### M1 wires

Bar = 20 um. Supply wires on this layer in gray.
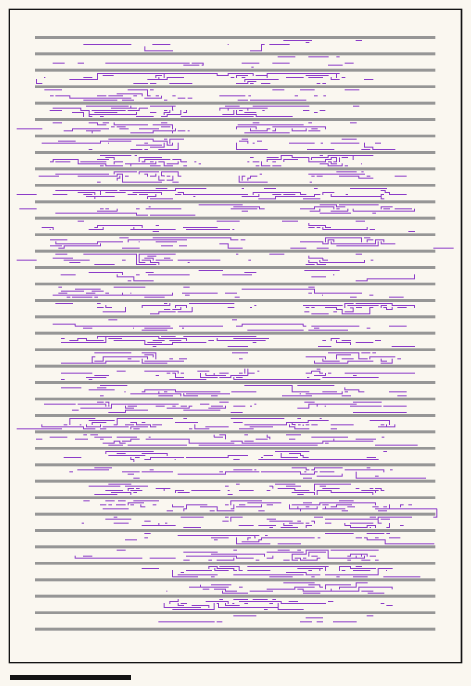
### Metal 2

Cells faint in the background.
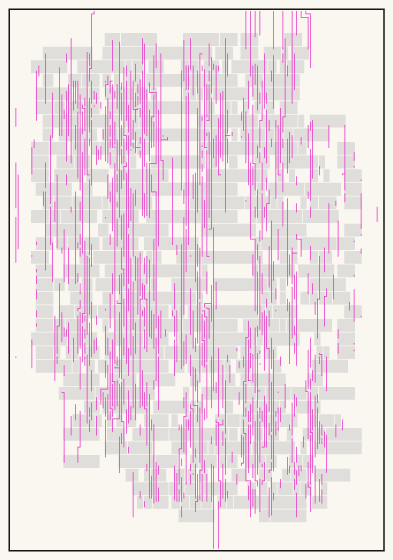
### Metal 3

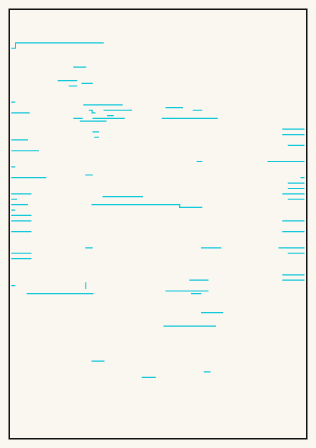
### Met4 routing

Bar = 20 um. Supply wires on this layer in gray.
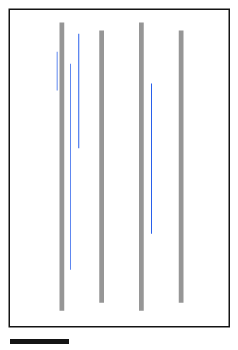
`src/rtl/sseg_scan_decoder.sv`:
```
// sseg_scan_decoder
//   Passive monitor for a multiplexed seven-segment display bus. It follows
//   the active-low anode scan and waits until each digit's an/sseg pair has
//   been stable for STABLE_CYC samples. It then decodes the segment pattern
//   back into a 4-bit value and publishes a complete frame once every digit
//   has been seen.
//
//   Optional feature: define SSEG_DEC_HEX_EN to also accept the A,b,C,d,E,F
//   glyphs (4'hA..4'hF). Without it those glyphs are illegal patterns.
//
// Parameters
//   NUM_DIG    number of scanned digits (1..8)
//   STABLE_CYC consecutive identical samples before a digit is captured (>=1)
//   TIMEOUT    cycles without a published frame before valid drops (>=2)
//
// Ports
//   clk        system clock
//   clear      synchronous active-high reset
//   an         anode enables, active-low (an[7:NUM_DIG] must stay high)
//   sseg       segments, active-low, {dp,g,f,e,d,c,b,a}
//   digits     decoded values, digit i at [4i+3:4i]
//   dp         decimal point per digit, 1 = lit
//   blank      1 = digit showed no segments
//   valid      a frame was published and no timeout has occurred since
//   frame_done one-cycle pulse when digits/dp/blank update
//   err        sticky illegal-pattern / illegal-anode flag
module sseg_scan_decoder #(
    parameter int NUM_DIG    = 4,
    parameter int STABLE_CYC = 4,
    parameter int TIMEOUT    = 1000000
) (
    input  logic                 clk,
    input  logic                 clear,
    input  logic [7:0]           an,
    input  logic [7:0]           sseg,
    output logic [4*NUM_DIG-1:0] digits,
    output logic [NUM_DIG-1:0]   dp,
    output logic [NUM_DIG-1:0]   blank,
    output logic                 valid,
    output logic                 frame_done,
    output logic                 err
);

    localparam int SW = $clog2(STABLE_CYC + 1);
    localparam int TW = $clog2(TIMEOUT + 1);
    localparam logic [SW-1:0] STAB_MAX = SW'(STABLE_CYC);
    localparam logic [TW-1:0] TO_MAX   = TW'(TIMEOUT);
    localparam logic [TW-1:0] TO_PRE   = TW'(TIMEOUT - 1);
    // Anodes above the scanned range; these must read back high.
    localparam logic [7:0]    HI_AN    = 8'hFF << NUM_DIG;

    // Returns {bad, blank, value} for an active-low gfedcba pattern.
    function automatic logic [5:0] seg_decode(input logic [6:0] s);
        logic [5:0] r;
        case (s)
            7'b1000000: r = {2'b00, 4'h0};
            7'b1111001: r = {2'b00, 4'h1};
            7'b0100100: r = {2'b00, 4'h2};
            7'b0110000: r = {2'b00, 4'h3};
            7'b0011001: r = {2'b00, 4'h4};
            7'b0010010: r = {2'b00, 4'h5};
            7'b0000010: r = {2'b00, 4'h6};
            7'b1111000: r = {2'b00, 4'h7};
            7'b0000000: r = {2'b00, 4'h8};
            7'b0010000: r = {2'b00, 4'h9};
            7'b1111111: r = {2'b01, 4'h0};
`ifdef SSEG_DEC_HEX_EN
            7'b0001000: r = {2'b00, 4'hA};
            7'b0000011: r = {2'b00, 4'hB};
            7'b1000110: r = {2'b00, 4'hC};
            7'b0100001: r = {2'b00, 4'hD};
            7'b0000110: r = {2'b00, 4'hE};
            7'b0001110: r = {2'b00, 4'hF};
`endif
            default:    r = {2'b10, 4'h0};
        endcase
        return r;
    endfunction

    logic [15:0]          prev_q;
    logic [SW-1:0]        stab_q, stab_d;
    logic [NUM_DIG-1:0]   mask_q, mask_d;
    logic [TW-1:0]        to_q, to_d;
    logic                 err_d;

    logic [4*NUM_DIG-1:0] shad_dig_q;
    logic [NUM_DIG-1:0]   shad_dp_q;
    logic [NUM_DIG-1:0]   shad_blank_q;

    logic [NUM_DIG-1:0]   sel;
    logic                 an_legal, an_idle, same, capture, publish, timeout_hit;
    logic [5:0]           dec;

    assign sel      = ~an[NUM_DIG-1:0];
    assign an_legal = ((an & HI_AN) == HI_AN) && $onehot(sel);
    assign an_idle  = (an == 8'hFF);
    assign dec      = seg_decode(sseg[6:0]);

    always_comb begin
        same = ({an, sseg} == prev_q);
        if (!same) begin
            stab_d = SW'(1);
        end else if (stab_q == STAB_MAX) begin
            stab_d = stab_q;
        end else begin
            stab_d = stab_q + 1'b1;
        end

        // Capture only on the transition into the saturated count, so a
        // digit held for a long time is captured exactly once. The !same
        // term covers STABLE_CYC == 1, where every change is a new activation.
        capture = an_legal && (stab_d == STAB_MAX) && (!same || stab_q != STAB_MAX);

        publish     = &mask_q;
        // Fires once on the transition into saturation; publish has priority.
        timeout_hit = !publish && (to_q == TO_PRE);

        mask_d = (publish || timeout_hit) ? '0 : mask_q;
        if (capture) begin
            mask_d = mask_d | sel;
        end

        if (publish) begin
            to_d = '0;
        end else if (to_q == TO_MAX) begin
            to_d = to_q;
        end else begin
            to_d = to_q + 1'b1;
        end

        err_d = err | (!an_legal && !an_idle) | (capture && dec[5]);
    end

    always_ff @(posedge clk) begin
        if (clear) begin
            prev_q     <= '0;
            stab_q     <= '0;
            mask_q     <= '0;
            to_q       <= '0;
            digits     <= '0;
            dp         <= '0;
            blank      <= '0;
            valid      <= 1'b0;
            frame_done <= 1'b0;
            err        <= 1'b0;
        end else begin
            prev_q     <= {an, sseg};
            stab_q     <= stab_d;
            mask_q     <= mask_d;
            to_q       <= to_d;
            frame_done <= publish;
            err        <= err_d;
            if (publish) begin
                digits <= shad_dig_q;
                dp     <= shad_dp_q;
                blank  <= shad_blank_q;
                valid  <= 1'b1;
            end else if (timeout_hit) begin
                valid  <= 1'b0;
            end
        end
    end

    // Shadows are only published once the mask proves every digit was
    // written after the last clear, so they need no reset.
    always_ff @(posedge clk) begin
        if (capture) begin
            for (int i = 0; i < NUM_DIG; i++) begin
                if (sel[i]) begin
                    shad_dig_q[4*i +: 4] <= dec[3:0];
                    shad_dp_q[i]         <= ~sseg[7];
                    shad_blank_q[i]      <= dec[4];
                end
            end
        end
    end

endmodule

```
`config.mk`:
```
export PLATFORM = sky130hd
export DESIGN_NAME = sseg_scan_decoder
export DESIGN_NICKNAME = d
export VERILOG_FILES = /design/src/rtl/sseg_scan_decoder.sv
export SDC_FILE = /design/constraint.sdc
export NUM_CORES = 1
export LEC_CHECK = 0
export CAP_MARGIN = 10
export CORE_ASPECT_RATIO = 1.5
export CORE_MARGIN = 4
export CORE_UTILIZATION = 59
export CTS_CLUSTER_DIAMETER = 80
export DETAILED_ROUTE_END_ITERATION = 10
export GPL_TIMING_DRIVEN = 1
export PLACE_DENSITY = 0.84
export SYNTH_ARGS = -nofsm -noshare
export SYNTH_HDL_FRONTEND = slang
export SYNTH_SLANG_ARGS = --single-unit
```
`constraint.sdc`:
```
create_clock -name clk -period 4.5 [get_ports clk]
set_input_delay 0.675 -clock clk [delete_from_list [all_inputs] [get_ports clk]]
set_output_delay 0.675 -clock clk [all_outputs]
set_load 0.01 [all_outputs]
```
==> impl_metrics.toml <==
# flow metrics
[critical_path]
end_kind = "flip-flop"
critical_path_required_ns = 4.50
critical_path_peak_fanout = 8
path_class = "primary input to flip-flop"
critical_path.startpoint_type = "primary input"

[final_layout]
drive_gt1_share_pct = 6.15
antenna_cells = 0
areaGrowthSynthToFinish_pct = 16.2
seq_area_mm2 = 0.00212
layout.cell_area.non_filler_mm2 = 0.00456
multi_input_comb_area_mm2 = 0.00167
filler_cell_count = 492
fin_cells = 515

[clocking]
clk_path_buf_depth = 2
cts_hold_repair.buffers = 0
post_cts.repair.setup_buffers = 0
ctsRootBufferMaster = "sky130_fd_sc_hd__clkbuf_8"
post_cts_resized = 0
ctsHtreeMaxLevel = 3
clock_latency_ns = 0.36

[final_timing]
fin_hold_ws_ns = 0.456
clock.fmax_mhz = 286
final-max-slew-violation-count = 0
least_margin_pin_slew_ns = 0.774
timing.final.setup_violations = 0
hold_viol = 0
clock-skew-final_ns = 0.0106
unrepaired_setup_endpoints_after_global_routing = "no"
setup_total_negative_slack_ns = 0
timing.slew.headroom_pct = 48.4
min_period_over_period_pct = 77.6

[floorplan]
die_h_um = 108
core-area_mm2 = 0.00649
floorplan.initialDensity_pct = 60.5
boundary_pin_count = 45
fp-row-count = 36
die_x_um = 74.6
dieArea_mm2 = 0.00805

[synthesis]
yosys_chip_area_mm2 = 0.00393
synth_stat.cells = 399
asyncSetResetFlopFracSynth_pct = 0
synth.largest_area_cell = "sky130_fd_sc_hd__dfxtp_1"
syn_nets = 425
synth_area_per_cell_um2 = 9.84
syn_area_mm2 = 0.00393
ys_sh_mux_pct = 0.765
synth_top_flop_cell = "sky130_fd_sc_hd__dfxtp_1"
xor_share_pct = 7.75
yosys-top-cells-area = "sky130_fd_sc_hd__dfxtp_1 36%, sky130_fd_sc_hd__edfxtp_1 18%, sky130_fd_sc_hd__nand2_1 6.4%"
synth_top_cell_by_count = "sky130_fd_sc_hd__dfxtp_1"
top_cells_by_count = "70 x sky130_fd_sc_hd__dfxtp_1, 67 x sky130_fd_sc_hd__nand2_1, 38 x sky130_fd_sc_hd__nor2_1"
warnings_from_yosys = 0
synthAdderAreaFrac_pct = 2.74
synth.ff_latch_count = 94
synthCells = 399
synth-edff-count = 24

[placement]
placedCellCount = 499
dpl_cell_area_mm2 = 0.00438
port-buffer-count = 44
routabilityCongestion = 0.860
place_hpwl_mm = 5.55

[drt]
detail-route-antenna-nets = 0
initialDrtViolationCount = 233
avgViaCountPerCell = 5.62
detailedRoute.firstPassIterationCount = 4

[flow_run]
stage_log_warnings = 29
drv_cap = 0

[outcome]
status = "finished clean"

[global_routing]
grt_pass1_wl_mm = 12.7
grtUsageTotal_pct = 20.4
first_global_vias = 2807
overflow = 0
antenna_found_initial = 0
grt_start_max_net_pins = 53

[pwr]
static-leakage-power_uw = 0.00150
power-per-cell-area_mw_per_mm2 = 329

[hold_path]
worst_hold_path_type = "flip-flop to flip-flop"
-- 'M1 wires' (at the start) --
wire length on this layer: 3,060 um
longest straight run: 19.8 um
detailed-route via count: 2,896
GR met1 Demand/Resource: 23.8%

-- 'Metal 2' (at the start) --
nets with wire on the layer: 395
main direction: vertical
share of all routed wire: 53%
longest straight run: 40.0 um
total wire length: 7.67 mm
met2 Resource Use GR: 35.7%

-- 'Metal 3' (at the start) --
main direction: horizontal
wire length on this layer: 336 um
met3 track demand over resource: 3.08%

-- 'Met4 routing' (at the start) --
longest straight run: 70.0 um
wire length on this layer: 173 um
nets with wire on the layer: 3

==> layout make-up <==
cell class | instances | share of cell area, %
flip-flops and latches | 94 | 46.5
clock buffers | 10 | 2.80
clock inverters | 6 | 1.18
repair buffers | 46 | 9.88
well taps | 76 | 2.09
multi-input cells | 273 | 36.7
inverters | 10 | 0.823
==> metrics by stage <==
stage          worst slack (ns)  utilization [%]  power [uW]
5_1_grt                   0.806             70.3        1550
4_1_cts                    1.01             70.3        1510
3_5_place_dp              0.636             67.5         999
2_1_floorplan              1.59                -         964
3_3_place_gp              0.808             67.5         994
6_report                   1.01             70.3        1500
==> critical path, stage by stage <==
cell	delay, ns
sky130_fd_sc_hd__clkdlybuf4s50_1	0.57
sky130_fd_sc_hd__fa_1	0.58
sky130_fd_sc_hd__inv_1	0.05
sky130_fd_sc_hd__ha_1	0.17
sky130_fd_sc_hd__ha_1	0.27
sky130_fd_sc_hd__nor2_1	0.14
sky130_fd_sc_hd__nand2_1	0.07
sky130_fd_sc_hd__nor2_1	0.23
sky130_fd_sc_hd__nand4_4	0.22
sky130_fd_sc_hd__nor2_1	0.52
==> layer usage <==
metal	track usage, %	wire [um]	vias to the layer above
met4	9.67	172	0
met3	3.08	336	14
met2	35.7	4100	84
met1	23.8	3060	1368
li1	-	-	1430
met5	0	0	-
==> final timing paths <==
kind | startpoint | endpoint | slack (ns) | cells after the start
worst max register to register | prev_q[3]$_SDFF_PP0_ | shad_dig_q[7]$_DFFE_PP_ | 2.23 | 5
worst max-delay path | an[1] | shad_dig_q[7]$_DFFE_PP_ | 1.01 | 10
worst min register to register | digits[7]$_SDFFE_PP0P_ | digits[7]$_SDFFE_PP0P_ | 0.46 | 2
worst min-delay path | digits[7]$_SDFFE_PP0P_ | digits[7]$_SDFFE_PP0P_ | 0.46 | 2
==> state kept, by name, summed over array words and instances (netlist names) <==
name	count
digits	16
prev_q	16
mask_q	4
err	1
shad_dp_q	4
blank	4
frame_done	1
shad_dig_q	16
shad_blank_q	4
to_q	20
stab_q	3
valid	1
dp	4
==> cells in the final DEF (no fill, tap or decap), types with 4 or more instances in the layout <==
cell,synthesis,final
sky130_fd_sc_hd__or3_1,6,6
sky130_fd_sc_hd__nand4_1,11,11
sky130_fd_sc_hd__nor2_1,38,38
sky130_fd_sc_hd__a21oi_1,33,33
sky130_fd_sc_hd__nor4_1,5,5
sky130_fd_sc_hd__edfxtp_1,24,24
sky130_fd_sc_hd__dfxtp_1,70,70
sky130_fd_sc_hd__xor2_1,6,6
sky130_fd_sc_hd__nand3_1,10,10
sky130_fd_sc_hd__nor2b_1,14,14
sky130_fd_sc_hd__nand2_1,67,67
sky130_fd_sc_hd__nor3_1,5,5
sky130_fd_sc_hd__ha_1,7,7
sky130_fd_sc_hd__inv_1,10,10
sky130_fd_sc_hd__clkdlybuf4s50_1,0,43
sky130_fd_sc_hd__o21ai_0,7,7
sky130_fd_sc_hd__o31ai_2,4,4
sky130_fd_sc_hd__clkbuf_8,0,9
sky130_fd_sc_hd__xnor2_1,20,20
==> power breakdown <==
group	internal (uW)	leakage (uW)	switching (uW)	total [uW]
registers	873	0.000749	8.53	882
clock network	250	0.0000888	270	521
logic	44.5	0.000665	53.2	97.7
No activity file was given, so power comes from the tool's default toggle rates.
